--- src/rtl/tlc_pkg.sv ---
// Shared definitions for the intersection-controller front end.
// Holds the debouncer state encoding, the default timing constants and a
// small state-decode helper used by the sensor conditioner and the controller.
package tlc_pkg;

    // Debouncer states: two settled levels plus one qualifying state per direction.
    typedef enum logic [1:0] {
        LOW      = 2'd0,
        RISE_CHK = 2'd1,
        HIGH     = 2'd2,
        FALL_CHK = 2'd3
    } db_state_t;

    localparam int unsigned DEF_DEBOUNCE_CYCLES = 32'd16;
    localparam int unsigned DEF_STUCK_CYCLES    = 32'd60000;
    localparam int unsigned DEF_TWIDTH          = 32'd16;
    localparam int unsigned DEF_CNT_WIDTH       = 32'd8;

    // True in the states where the accepted (debounced) level is high.
    function automatic logic is_high_side(input db_state_t st);
        return (st == HIGH) || (st == FALL_CHK);
    endfunction

endpackage

--- src/rtl/tlc_sync2.sv ---
// Two-flop synchroniser for an asynchronous single-bit input.
// Ports:
//   clk  - sampling clock
//   rst  - synchronous active-high reset, clears both flops to 0
//   d    - asynchronous input level
//   q    - synchronised level, two rising edges after d is sampled
module tlc_sync2 (
    input  logic clk,
    input  logic rst,
    input  logic d,
    output logic q
);

    logic meta_r;
    logic sync_r;

    // Metastability-settling chain; the first flop is never used directly.
    always_ff @(posedge clk) begin
        if (rst) begin
            meta_r <= 1'b0;
            sync_r <= 1'b0;
        end else begin
            meta_r <= d;
            sync_r <= meta_r;
        end
    end

    assign q = sync_r;

endmodule

--- src/rtl/traffic_sensor_conditioner.sv ---
// Vehicle-loop sensor conditioner for the intersection controller.
// Synchronises and debounces the raw loop level, counts arrivals, keeps a
// latched demand request cleared by a req/ack handshake, and forces demand
// on when the loop has been accepted-high for too long (stuck loop).
// Ports:
//   clk           - single clock, all state on rising edge
//   rst           - synchronous active-high reset
//   sensor_raw    - asynchronous loop-detector level
//   demand_ack    - controller pulse: pending demand has been served
//   count_clear   - synchronous clear of vehicle_count
//   sensor_clean  - debounced presence level
//   demand_req    - latched service request (also held high while stuck)
//   vehicle_count - saturating arrival counter
//   stuck_fault   - loop stuck-high flag
module traffic_sensor_conditioner
    import tlc_pkg::*;
#(
    parameter int unsigned DEBOUNCE_CYCLES = DEF_DEBOUNCE_CYCLES,
    parameter int unsigned STUCK_CYCLES    = DEF_STUCK_CYCLES,
    parameter int unsigned TWIDTH          = DEF_TWIDTH,
    parameter int unsigned CNT_WIDTH       = DEF_CNT_WIDTH
) (
    input  logic                 clk,
    input  logic                 rst,
    input  logic                 sensor_raw,
    input  logic                 demand_ack,
    input  logic                 count_clear,
    output logic                 sensor_clean,
    output logic                 demand_req,
    output logic [CNT_WIDTH-1:0] vehicle_count,
    output logic                 stuck_fault
);

    // Terminal timer values, truncated to the timer width.
    localparam logic [TWIDTH-1:0]    DB_LAST    = TWIDTH'(DEBOUNCE_CYCLES - 32'd1);
    localparam logic [TWIDTH-1:0]    STUCK_LAST = TWIDTH'(STUCK_CYCLES - 32'd1);
    localparam logic [TWIDTH-1:0]    T_ZERO     = TWIDTH'(1'b0);
    localparam logic [TWIDTH-1:0]    T_ONE      = TWIDTH'(1'b1);
    localparam logic [CNT_WIDTH-1:0] CNT_ZERO   = CNT_WIDTH'(1'b0);
    localparam logic [CNT_WIDTH-1:0] CNT_ONE    = CNT_WIDTH'(1'b1);
    localparam logic [CNT_WIDTH-1:0] CNT_MAX    = {CNT_WIDTH{1'b1}};

    logic                 sync_s;
    db_state_t            state_r;
    db_state_t            state_s;
    logic [TWIDTH-1:0]    db_timer_r;
    logic [TWIDTH-1:0]    db_timer_s;
    logic                 arrival_s;
    logic [TWIDTH-1:0]    stuck_timer_r;
    logic [TWIDTH-1:0]    stuck_timer_s;
    logic                 stuck_fault_r;
    logic                 stuck_fault_s;
    logic                 demand_latch_r;
    logic                 demand_latch_s;
    logic [CNT_WIDTH-1:0] count_r;
    logic [CNT_WIDTH-1:0] count_s;
    logic                 clean_r;
    logic                 clean_s;
    logic                 demand_req_r;
    logic                 demand_req_s;

    tlc_sync2 u_sync (
        .clk (clk),
        .rst (rst),
        .d   (sensor_raw),
        .q   (sync_s)
    );

    // Debouncer state and debounce timer register.
    always_ff @(posedge clk) begin
        if (rst) begin
            state_r    <= LOW;
            db_timer_r <= T_ZERO;
        end else begin
            state_r    <= state_s;
            db_timer_r <= db_timer_s;
        end
    end

    // Debouncer next state; the arrival strobe marks RISE_CHK -> HIGH.
    always_comb begin
        state_s    = state_r;
        db_timer_s = db_timer_r;
        arrival_s  = 1'b0;
        case (state_r)
            LOW: begin
                if (sync_s) begin
                    state_s    = RISE_CHK;
                    db_timer_s = T_ZERO;
                end else begin
                    state_s    = LOW;
                end
            end
            RISE_CHK: begin
                if (!sync_s) begin
                    state_s = LOW;
                end else if (db_timer_r == DB_LAST) begin
                    state_s   = HIGH;
                    arrival_s = 1'b1;
                end else begin
                    db_timer_s = db_timer_r + T_ONE;
                end
            end
            HIGH: begin
                if (!sync_s) begin
                    state_s    = FALL_CHK;
                    db_timer_s = T_ZERO;
                end else begin
                    state_s    = HIGH;
                end
            end
            FALL_CHK: begin
                if (sync_s) begin
                    state_s = HIGH;
                end else if (db_timer_r == DB_LAST) begin
                    state_s = LOW;
                end else begin
                    db_timer_s = db_timer_r + T_ONE;
                end
            end
            default: begin
                state_s    = LOW;
                db_timer_s = T_ZERO;
            end
        endcase
    end

    // Next values of the stuck monitor, counter, demand latch and outputs.
    always_comb begin
        clean_s = is_high_side(state_s);

        // Stuck timer runs through FALL_CHK bounces and only restarts in LOW;
        // once the fault is raised the timer simply holds.
        stuck_timer_s = stuck_timer_r;
        stuck_fault_s = stuck_fault_r;
        if (state_s == LOW) begin
            stuck_timer_s = T_ZERO;
            stuck_fault_s = 1'b0;
        end else if (is_high_side(state_r) && !stuck_fault_r) begin
            if (stuck_timer_r == STUCK_LAST) begin
                stuck_fault_s = 1'b1;
            end else begin
                stuck_timer_s = stuck_timer_r + T_ONE;
            end
        end else begin
            stuck_timer_s = stuck_timer_r;
        end

        // A clear coincident with an arrival leaves exactly that arrival counted.
        if (count_clear) begin
            count_s = arrival_s ? CNT_ONE : CNT_ZERO;
        end else if (arrival_s && (count_r != CNT_MAX)) begin
            count_s = count_r + CNT_ONE;
        end else begin
            count_s = count_r;
        end

        // A new arrival outranks an acknowledge in the same cycle.
        if (arrival_s) begin
            demand_latch_s = 1'b1;
        end else if (demand_ack) begin
            demand_latch_s = 1'b0;
        end else begin
            demand_latch_s = demand_latch_r;
        end

        demand_req_s = demand_latch_s | stuck_fault_s;
    end

    // Datapath and output registers.
    always_ff @(posedge clk) begin
        if (rst) begin
            stuck_timer_r  <= T_ZERO;
            stuck_fault_r  <= 1'b0;
            count_r        <= CNT_ZERO;
            demand_latch_r <= 1'b0;
            clean_r        <= 1'b0;
            demand_req_r   <= 1'b0;
        end else begin
            stuck_timer_r  <= stuck_timer_s;
            stuck_fault_r  <= stuck_fault_s;
            count_r        <= count_s;
            demand_latch_r <= demand_latch_s;
            clean_r        <= clean_s;
            demand_req_r   <= demand_req_s;
        end
    end

    assign sensor_clean  = clean_r;
    assign demand_req    = demand_req_r;
    assign vehicle_count = count_r;
    assign stuck_fault   = stuck_fault_r;

endmodule

--- config.mk ---
export PLATFORM = sky130hd
export DESIGN_NAME = traffic_sensor_conditioner
export DESIGN_NICKNAME = d
export VERILOG_FILES = /design/src/rtl/tlc_pkg.sv /design/src/rtl/tlc_sync2.sv /design/src/rtl/traffic_sensor_conditioner.sv
export SDC_FILE = /design/constraint.sdc
export NUM_CORES = 1
export LEC_CHECK = 0
export ABC_AREA = 1
export CAP_MARGIN = 20
export CORE_UTILIZATION = 59
export DETAILED_ROUTE_END_ITERATION = 10
export PLACE_DENSITY_LB_ADDON = 0.08
export SLEW_MARGIN = 10
export SYNTH_ARGS = -nofsm -noshare
export SYNTH_HDL_FRONTEND = slang
export SYNTH_SLANG_ARGS = --single-unit
--- constraint.sdc ---
create_clock -name clk -period 1.7 [get_ports clk]
set_input_delay 0.34 -clock clk [delete_from_list [all_inputs] [get_ports clk]]
set_output_delay 0.34 -clock clk [all_outputs]
set_load 0.03 [all_outputs]
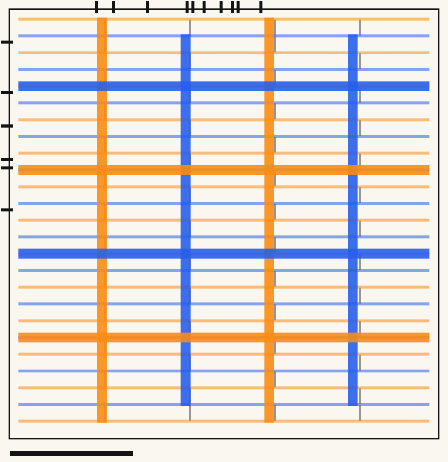
Fig. 1. Supply network.
The bar under the picture is 20 um long. Pins as bars on the die edge. Tap cells in grey.
Key: orange = VSS; blue = VDD
16 signal pins sit on the boundary. 4 straps on met5. The core has 24 rows. 52 tap cells.
Core Area: 4350 um2
Max IR drop VDD: 355 uV

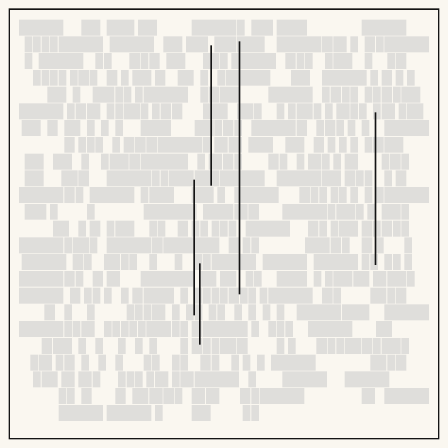
Fig. 2. M4 wires.
5 nets have wire on it. The layer holds 2.0% of the routed length.
routed wire length: 6000 um
vias: 2606

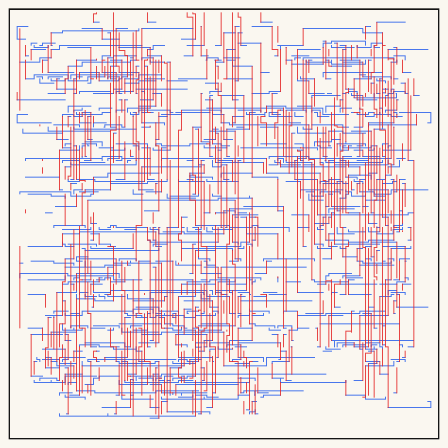
Fig. 3. Metal layers overlaid.
Only two layers are drawn.
Key: red = met2 [wire length 2940 um]; blue = met1 [wire length 2690 um]
Total GRT Usage: 25.0%
WL per Instance: 12.2 um

==> results.txt <==
Worst hold path depth - 2
First-iteration detailed-routing DRC count - 108
Synth-to-Final Area Change - 15.2%
Post-layout period usage - 95.1%
RR Endpoint - db_timer_r[3]$_SDFFE_PP0P_
Crit path capture type - primary output
Core Util at FP - 61.7%
# diodes - 0
WP buf/inv - 1
Syn Inst Count - 410
Final Cell Area - 3100 um2
YS chip area - 2690 um2
Tmin final - 1620 ps
Layout Nets - 446
Final Hold Vio Count - 0
Fillers - 398
Die y size - 69.5 um
Total power after layout - 1.85 mW
Status - finished clean
Worst relative slew slack - 71.7%
Initial antenna violation count - 0
Critical setup path kind - reg -> out
First-pass GRT wire length - 9830 um
CP startpoint - demand_req$_SDFF_PP0_
Number of cells in Yosys stat - 410
Worst path slowest cell - clkdlybuf4s50_1
Detailed Place HPWL - 4190 um
Delay of the slowest cell on the worst path - 660 ps
Synthesized Nets - 418
CP Cell Sequence - clkdlybuf4s50_1
Top Metal Used - met4
Worst setup SP type - flop
Global route overflow - 0
Max Clock Freq - 619 MHz
RR Startpoint - db_timer_r[1]$_SDFFE_PP0P_
PwrDens - 597 nW/um2
CTS clk-pin slew, worst paths - 80 ps
Cts hold-fix bufs - 0
Chip area - 4830 um2
Final setup viols - 0
CTS tree - done
Vias in the first global route - 2294
Port Buffers - 15
Post-synthesis cell area - 2690 um2
Final tally of max-slew violations - 0
Metal3 WL - 243 um
Mean Syn Cell Area - 6.56 um2
ANT nets after route - 0
Reg2reg path depth - 11
Worst Path Required - 1360 ps
CP arrival - 1280 ps
Count of cell types in the netlist - 33
Leak - 1.20 nW
Detailed Routing Iterations Pass 1 - 4
Max-cap viol count - 0
HP Start - u_sync.meta_r$_SDFF_PP0_
CP Capture Point - demand_req
Min-Delay Endpoint - u_sync.q$_SDFF_PP0_
Max FO, Critical Path - 1
Clk sinks - 47
Worst Hold Class - reg -> reg
DRC Markers - 0
R2r setup slk - 90 ps
Met2 wire len - 2940 um
CTS Buf Count - 5
Clk buf depth - 2
Clock skew - 4.81 ps
Register share after synthesis - 35.0%
H-tree depth - 2
Root buffer cell - clkbuf_8
Die Width - 69.5 um
Hold WS - 412 ps
Ys Warns - 0
CP delay by family, top - buffers and inverters
# rows - 24
Synthesized registers - 47
Largest net degree at the start of global routing - 18
Least-Margin Pin Slew - 424 ps
Ports - 16
GPL Wtd Cong - 0.979
Placed Instance Area - 2940 um2
Share of cells above drive strength 1 - 10.7%
M1 WL - 2690 um
Clk Latency, worst-skew pair - 300 ps
Via density - 5.31
Tool warnings - 26
CP Depth - 1
==> metal layers <==
metal  track usage, %  vias to the layer above
li1                 -                     1358
met1             31.0                     1180
met2             42.1                       55
met3             4.65                       13
met4             10.9                        0
met5                0                        -
==> power by group <==
| group | internal, mW | leakage, nW | total, mW | switching, mW |
|---|---|---|---|---|
| combinational | 0.0326 | 0.773 | 0.0885 | 0.0559 |
| sequential | 1.10 | 0.381 | 1.11 | 0.00457 |
| clock | 0.289 | 0.0422 | 0.651 | 0.362 |
| total | 1.42 | 1.20 | 1.85 | 0.422 |
==> what timing repair did <==
action | CTS | global route
resized | 9 | 12
pin swaps | 0 | 4
endpoints found under the setup margin | 9 | 30
setup buffers | 0 | 2
cloned | 0 | 2
==> Yosys cell counts <==
library cell  number  area [um2]
nand2_1          121         454
nor2_1            66         248
dfxtp_1           47         941
inv_1             33         124
a21oi_1           31         155
nand3_1           24         120
xor2_1            14         123
nand4_1           13        81.3
o21ai_0            7        35.0
inv_2              6        22.5
o21bai_1           5        37.5
nand2_4            4        45.0
nand3b_1           4        30.0
nor3_1             4        20.0
buf_4              3        22.5
ha_1               3        37.5
nor2_4             3        33.8
xnor2_1            3        26.3
buf_2              2        10.0
buf_6              2        22.5
clkinv_1           2        7.51
nor2_2             2        12.5
a21oi_2            1        8.76
and2_0             1        6.26
buf_1              1        3.75
clkbuf_1           1        3.75
nand2_2            1        6.26
nand3_2            1        10.0
nand4_2            1        12.5
nor4_1             1        6.26
o21ai_2            1        8.76
or2_0              1        6.26
or2_2              1        6.26
==> layout by cell type (no fill, tap or decap), types with 7 or more instances in the layout <==
cell type and count:
dfxtp_1 45, a21oi_1 31, dlygate4sd2_1 9, nand3_1 24, nand2_1 120, o21ai_0 7, nand4_1 13, xor2_1 14
buf_4 11, inv_1 33, nor2_1 65
==> logic make-up after synthesis <==
logic type	after synthesis	share of synthesized area, %
AND/OR/NAND/NOR	248	40.9
buffers and inverters	50	8.05
flip-flops	47	35.0
AND-OR/OR-AND	45	9.12
XOR/XNOR	17	5.54
adder cells (fa/ha/maj)	3	1.40
==> registers in the layout (all words and copies together), names as in the netlist <==
register and count:
stuck_timer_r 16, u_sync.meta_r 1, demand_latch_r 1, stuck_fault 1, state_r 2, vehicle_count 8, db_timer_r 16, demand_req 1
u_sync.q 1
==> per-stage QoR <==
stage	instances	worst slack (ps)	util, %	TNS, ps
after floorplan	410	190	-	0
after global placement	479	133	67.4	0
after detailed placement	479	70.4	67.4	0
after CTS	487	7.89	69.0	0
after global routing	491	-47.2	71.1	-430
final	491	83.9	71.1	0
==> final cells by class <==
| class | instances | area, um2 | share of cell area [%] |
|---|---|---|---|
| clock buffer | 7 | 76.3 | 2.47 |
| clock inverter | 1 | 5.00 | 0.162 |
| inverter | 41 | 154 | 4.97 |
| multi-input combinational | 315 | 1580 | 51.1 |
| sequential | 47 | 948 | 30.6 |
| tap | 52 | 65.1 | 2.10 |
| timing repair buffer | 28 | 264 | 8.53 |
Power and IR drop assume default switching activity.
